### config.mk
export PLATFORM = sky130hd
export DESIGN_NAME = bcd_display_arbiter
export DESIGN_NICKNAME = d
export VERILOG_FILES = /design/src/rtl/bcd_display_arbiter.sv
export SDC_FILE = /design/constraint.sdc
export NUM_CORES = 1
export LEC_CHECK = 0
export ABC_AREA = 1
export CAP_MARGIN = 15
export CORE_UTILIZATION = 40
export DETAILED_ROUTE_END_ITERATION = 10
export GPL_TIMING_DRIVEN = 0
export SLEW_MARGIN = 0
export SYNTH_ARGS = -nofsm -noshare
export SYNTH_HDL_FRONTEND = slang
export SYNTH_SLANG_ARGS = --single-unit
### constraint.sdc
create_clock -name Clock -period 2.7 [get_ports Clock]
set_input_delay 0.27 -clock Clock [delete_from_list [all_inputs] [get_ports Clock]]
set_output_delay 0.27 -clock Clock [all_outputs]
set_load 0.01 [all_outputs]
### src/rtl/bcd_display_arbiter.sv
// ---------------------------------------------------------------------------
// bcd_display_arbiter
//
// Shares one two-digit decimal display path (tens z, ones B) between NREQ
// 4-bit requesters. A round-robin arbiter grants one requester at a time.
// The design captures that requester's value and holds it on the display for
// HOLD cycles, or until the requester drops its request. It then releases
// the display and re-arbitrates.
//
// Ports
//   Clock      system clock, all state on the rising edge
//   Resetn     asynchronous active-low reset
//   req        level-sensitive request lines, one per requester
//   data       requester values, requester i on data[4i+3:4i]
//   grant      one-hot grant (registered)
//   busy       high whenever the sequencer is not idle (registered)
//   active_id  index of the current or most recently granted requester
//   V          captured binary value (registered)
//   z          tens digit, 1 when V >= 10 (registered)
//   B          ones digit in BCD (registered)
// ---------------------------------------------------------------------------
module bcd_display_arbiter #(
    parameter int NREQ = 4,
    parameter int HOLD = 50000000,
    parameter int CW   = 26
) (
    input  logic [0:0]        Clock,
    input  logic [0:0]        Resetn,
    input  logic [NREQ-1:0]   req,
    input  logic [4*NREQ-1:0] data,
    output logic [NREQ-1:0]   grant,
    output logic [0:0]        busy,
    output logic [2:0]        active_id,
    output logic [3:0]        V,
    output logic [0:0]        z,
    output logic [3:0]        B
);

    typedef enum logic [1:0] {
        S_IDLE    = 2'd0,
        S_LOAD    = 2'd1,
        S_SHOW    = 2'd2,
        S_RELEASE = 2'd3
    } state_t;

    state_t          state_q;
    logic [NREQ-1:0] grant_q;
    logic            busy_q;
    logic [2:0]      active_id_q;
    logic [2:0]      ptr_q;
    logic [3:0]      v_q;
    logic            z_q;
    logic [3:0]      b_q;
    logic [CW-1:0]   cnt_q;

    // Per-requester value slices
    logic [3:0] data_arr [NREQ];

    generate
        for (genvar gi = 0; gi < NREQ; gi++) begin : g_slice
            assign data_arr[gi] = data[4*gi +: 4];
        end
    endgenerate

    // Round-robin search. The request vector is rotated so that bit 0 is the
    // requester at ptr. The lowest set bit of the rotated vector is then the
    // winner's offset from ptr.
    logic [2*NREQ-1:0] req_dbl;
    logic [NREQ-1:0]   req_rot;
    logic [2:0]        win_off_d;
    logic [3:0]        win_sum_d;
    logic [2:0]        winner_d;

    always_comb begin
        req_dbl   = {req, req} >> ptr_q;
        req_rot   = req_dbl[NREQ-1:0];
        win_off_d = '0;
        for (int k = NREQ - 1; k >= 0; k--) begin
            if (req_rot[k]) begin
                win_off_d = 3'(k);
            end
        end
        win_sum_d = {1'b0, ptr_q} + {1'b0, win_off_d};
        if (win_sum_d >= 4'(NREQ)) begin
            win_sum_d = win_sum_d - 4'(NREQ);
        end
        winner_d = win_sum_d[2:0];
    end

    // Select the active requester's value and request line, and compute the
    // pointer that follows it.
    logic [3:0] cap_d;
    logic       req_cur_d;
    logic [2:0] ptr_d;
    logic       z_d;
    logic [3:0] b_d;

    always_comb begin
        cap_d     = '0;
        req_cur_d = 1'b0;
        for (int i = 0; i < NREQ; i++) begin
            if (active_id_q == 3'(i)) begin
                cap_d     = data_arr[i];
                req_cur_d = req[i];
            end
        end
        ptr_d = (active_id_q == 3'(NREQ - 1)) ? 3'd0 : active_id_q + 3'd1;
        z_d   = (cap_d >= 4'd10);
        b_d   = z_d ? cap_d - 4'd10 : cap_d;
    end

    always_ff @(posedge Clock or negedge Resetn) begin
        if (!Resetn) begin
            state_q     <= S_IDLE;
            grant_q     <= '0;
            busy_q      <= 1'b0;
            active_id_q <= '0;
            ptr_q       <= '0;
            v_q         <= '0;
            z_q         <= 1'b0;
            b_q         <= '0;
            cnt_q       <= '0;
        end else begin
            case (state_q)
                S_IDLE: begin
                    if (|req) begin
                        grant_q     <= NREQ'(1) << winner_d;
                        active_id_q <= winner_d;
                        busy_q      <= 1'b1;
                        state_q     <= S_LOAD;
                    end
                end
                S_LOAD: begin
                    // Only this cycle's sample reaches the display.
                    v_q     <= cap_d;
                    z_q     <= z_d;
                    b_q     <= b_d;
                    cnt_q   <= '0;
                    state_q <= S_SHOW;
                end
                S_SHOW: begin
                    cnt_q <= cnt_q + CW'(1);
                    if ((cnt_q == CW'(HOLD - 1)) || !req_cur_d) begin
                        state_q <= S_RELEASE;
                    end
                end
                S_RELEASE: begin
                    grant_q <= '0;
                    ptr_q   <= ptr_d;
                    busy_q  <= 1'b0;
                    state_q <= S_IDLE;
                end
                default: begin
                    state_q <= S_IDLE;
                end
            endcase
        end
    end

    assign grant     = grant_q;
    assign busy      = busy_q;
    assign active_id = active_id_q;
    assign V         = v_q;
    assign z         = z_q;
    assign B         = b_q;

endmodule

floorplan.png
The bar under the picture is 20 um long. Pins as bars on the die edge. Tap cells in grey.
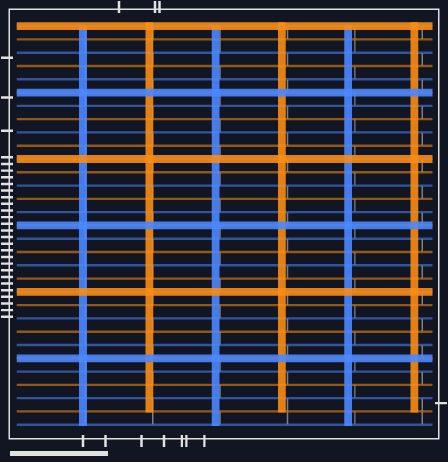
net	colour
VDD	orange
VSS	blue
tap cells	96
signal pins	39
met1 rails	31
Die W: 87.63 um
die height: 87.63 um
Placeable Area: 6944 um^2
Max VDD drop: 465.8 uV

class_map.png
The bar under the picture is 20 um long.
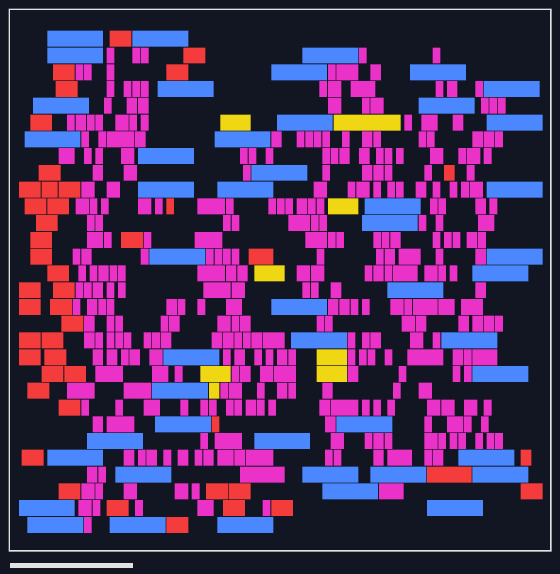
class	colour	cells	share of their area
registers	blue	47	34%
remaining logic cells	magenta	343	50%
remaining buffers and delay cells	red	45	13%
clock drivers and dummy loads	yellow	8	3.4%
Rows: 30
fin area: 3581 um^2
flop share of the area: 32.84%

clock_wires.png
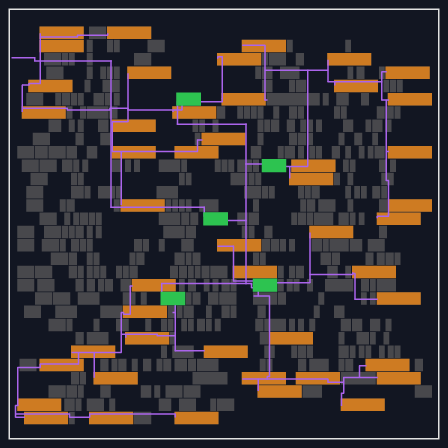
[clock-net drivers] green | count: 5
[flip-flops] orange | count: 47
[clock wires] purple | length: 647 um
routed clock nets	6
clock network fraction of total power: 17.1%
Clk. pwr: 0.545 mW
Latency at later pin: 300 ps
Fin Clk Skew: 4.285 ps

layers.png
The bar under the picture is 20 um long. Two of the layers only.
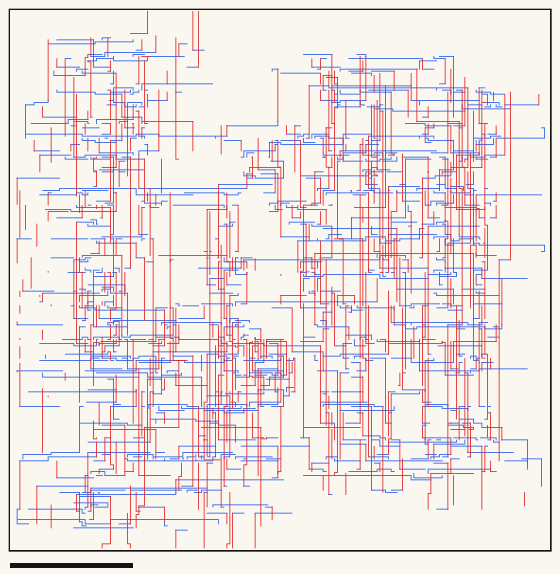
layer	colour	wire length
M2	red	3260 um
M1	blue	3020 um
GRT Resource Usage Total: 19.64%
via count: 2661
drt total wl: 6.612 mm
per-cell routed wire length: 12.27 um

cells in the final DEF, fill, tap and decap left out, types with 5 or more instances in the layout:
master and count:
nor3_1 8, inv_1 55, nor2_2 5, ha_1 12, nand4_1 9, o21ai_0 20
dfrtp_1 47, a21oi_1 13, o22ai_1 5, nor2_1 47, nand2_1 93, clkdlybuf4s50_1 37
clkbuf_8 6, nand2_2 8, nand3_1 28
critical path, cell delays in order (launching register included):
cell and delay [ps]:
dfrtp_1 360, clkbuf_1 270, nor2_1 80, a31oi_1 210, mux2i_1 150, a21oi_1 150
nor2_1 60, ha_1 230, fa_1 560, inv_1 90, o21ai_0 160
==> impl_metrics.json <==
{
  "fmax_mhz": 416.7,
  "power-per-cell-area_nw_per_um2": 890.5,
  "max_cap_viol_count": 0,
  "cts_buffers": 5,
  "post-cts-setup-buffers": 0,
  "drive_gt1_share_pct": 10.84,
  "instances_no_fill": 539,
  "largest_reg_flops": 26,
  "antenna_found_initial": 0,
  "layout.area.comb_um2": 1508,
  "r2r-start": "ptr_q[0]",
  "root_buffer": "clkbuf_8",
  "via_per_inst": 4.937,
  "post-synth-top-count-cell": "nand2_1",
  "end_kind": "register",
  "finalHoldViolCount": 0,
  "total_power_mw": 3.189,
  "fp.dieArea_um2": 7678,
  "top_cells_by_count": "nand2_1, inv_1, dfrtp_1, nor2_1, nand3_1",
  "gr-total-overflow": 0,
  "period_minus_slack_ps": 2400,
  "p_leak_nw": 1.715,
  "fin_util_pct": 51.57,
  "yosysTopAreaCell": "dfrtp_1",
  "rsz0062_at_grt": "false",
  "buffer_area_share_pct": 12.19,
  "grt_util_met2_pct": 35.44,
  "whs_ps": 427.5,
  "crit_fanout": 9,
  "p_int_mw": 1.824,
  "dp_hpwl_mm": 5.246,
  "reg2reg_to": "active_id[1]",
  "drcViolationCount": 0,
  "status": "finished clean",
  "dr_wl_met2_mm": 3.258
}
Power figures rest on the tool's default switching activity, not on a simulated workload.
